==> config.mk <==
export PLATFORM = sky130hd
export DESIGN_NAME = fetch_stage
export DESIGN_NICKNAME = d
export VERILOG_FILES = /design/src/rtl/fetch_stage.sv
export SDC_FILE = /design/constraint.sdc
export NUM_CORES = 1
export LEC_CHECK = 0
export ABC_AREA = 1
export CAP_MARGIN = 15
export CORE_MARGIN = 1
export CORE_UTILIZATION = 49
export DETAILED_ROUTE_END_ITERATION = 10
export HOLD_SLACK_MARGIN = 0.05
export PLACE_DENSITY = 0.83
export SLEW_MARGIN = 15
export SYNTH_ARGS = -nofsm -noshare
export SYNTH_HDL_FRONTEND = slang
export SYNTH_SLANG_ARGS = --single-unit
==> constraint.sdc <==
create_clock -name clk -period 3.6 [get_ports clk]
set_input_delay 0.36 -clock clk [delete_from_list [all_inputs] [get_ports clk]]
set_output_delay 0.36 -clock clk [all_outputs]
set_load 0.005 [all_outputs]
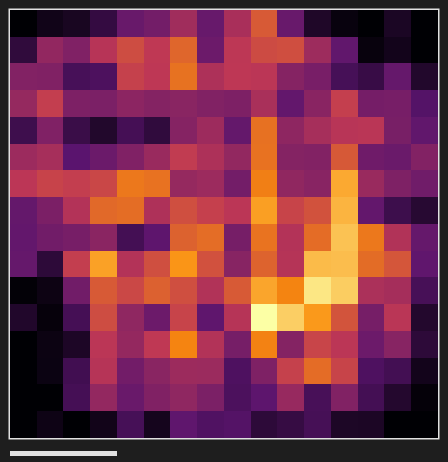
Figure 1: signal metal coverage by tile.
The bar under the picture is 20 um long. 16 x 16 tiles, from black (low) to pale yellow (high), scaled to the fullest tile. Values are wire area over tile area, all layers added.
27% of the tiles are over half the peak. The emptiest ninth of the die: bottom left. 5.9% of the tiles are nearly empty. The fullest tile reaches 0.53. The mean over all tiles is 0.20.
Routed WL per cell: 13.56 um
total track usage: 25.18%
Vias: 3,074
final wirelength: 7849 um

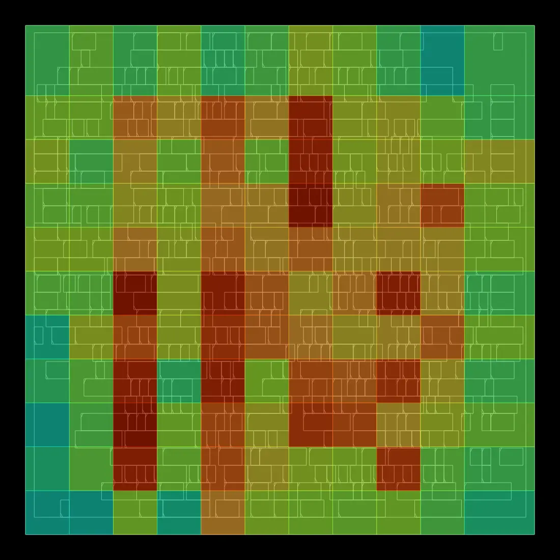
Figure 2: track usage over the die.
met3 Usage GRT: 4.343%
layer with the highest usage: met2
met2 Track Usage GR: 41.79%
fin util: 71.19%

==> impl_metrics.tcl <==
# metrics dict for downstream scripts
set metrics [dict create \
    viasPerCell 5.309 \
    crit_chain "ha_1 > nand3_1 > nor2_1 > nand2_1 > nor2_2 > nand4_1 > xnor2_1 > clkdlybuf4s50_1" \
    rrSetupSlack_ns 1.52 \
    seq_area_share_pct 30.10 \
    core_area_sq_um 5886 \
    drt_first_iter_violations 233 \
    final_cells 579 \
    met1_usage_pct 31.29 \
    die-area_sq_um 6403 \
    numCtsBuffers 9 \
    grt_pass1_vias 2729 \
    p_leak_nw 1.711 \
    detail-route-antenna-nets 0 \
    powerDensity_nw_per_um2 437.5 \
    reg2regPathDepth 6 \
    cp_max_fo 4 \
    p_comb_mw 0.323 \
    period_needed_ns 2.715 \
    numSynthFlops 63 \
    xor_area_share_pct 5.285 \
    seqPwrFrac_pct 43.8 \
    logic_area_sq_um 1524 \
    ys_seq_share_pct 42.28 \
    power.internal_mw 1.369 \
    top_layer "met4" \
    edf_count 0 \
    avgSynthCellArea_sq_um 7.293 \
    critPathTopFamily "simple AND/OR/NAND/NOR gates" \
    aoi_share_pct 17.07 \
    synthArstFlopShare_pct 0 \
    clk_transition_reported_paths_ns 0.07 \
    gp_congestion 0.8002 \
    ys_area_sq_um 2983 \
    finalCritPeriodShare_pct 75.42 \
    synthTopLogicFamily "simple AND/OR/NAND/NOR gates" \
    syn2layout_area_growth_pct 40.48 \
    clockRootBuffer "clkbuf_8" \
    pwr-share-clk_pct 38.6 \
    top_power_group "registers" \
    lay_top_count "clkdlybuf4s50_1" \
    antenna_cells 0 \
    dpl.hpwl_um 5467 \
    taps 75 \
    slew_viol_final 0 \
    path_depth 8 \
    status "finished, final reports clean" \
    grt-ovfl-total 0 \
    n_sequential_cell 63 \
    fp.dieH_um 80.02 \
    start_kind "flop" \
    clkLatencyLatePin_ns 0.34 \
    hold_violations 0 \
    crit_path_top_delay_cell "clkdlybuf4s50_1" \
    seq_cell_power_mw 0.803 \
    largest_class "combinational gates" \
    routed-wl-met2_um 3962 \
    simple_gate_area_share_pct 27.52 \
    min_path_type "flop to flop" \
    cts_tree "built" \
    rsz0062_at_grt "false" \
    powerClk_mw 0.708 \
    largest_reg_flops 16 \
    wl_met1_um 3339 \
    netlist.top_cell.by_area "dfxtp_1" \
    comb_area_share_pct 36.37 \
    h-tree-depth 3 \
    fmax_ghz 0.3683 \
    p_switching_mw 0.4643 \
    min_path_cells 2 \
    clockBufferDepth 2 \
    max-vdd-ir-drop_uv 291.5 \
    drcViolationCount 0 \
    syn_area_sq_um 2983 \
    ys_types 34 \
    final_nets 539 \
    cp.required_ns 3.24 \
    area_leaders "dfxtp_1 (42%), nand2_1 (11%), o21ai_0 (8.4%)" \
    io_pins 103 \
    cts_setup_buffers 0 \
    place_area_sq_um 3960 \
    setup_tns_ns 0 \
    fp.dieW_um 80.02 \
    comb_power_share_pct 17.6 \
    fp-row-count 28 \
]
Power is estimated from default activity; no workload was simulated.
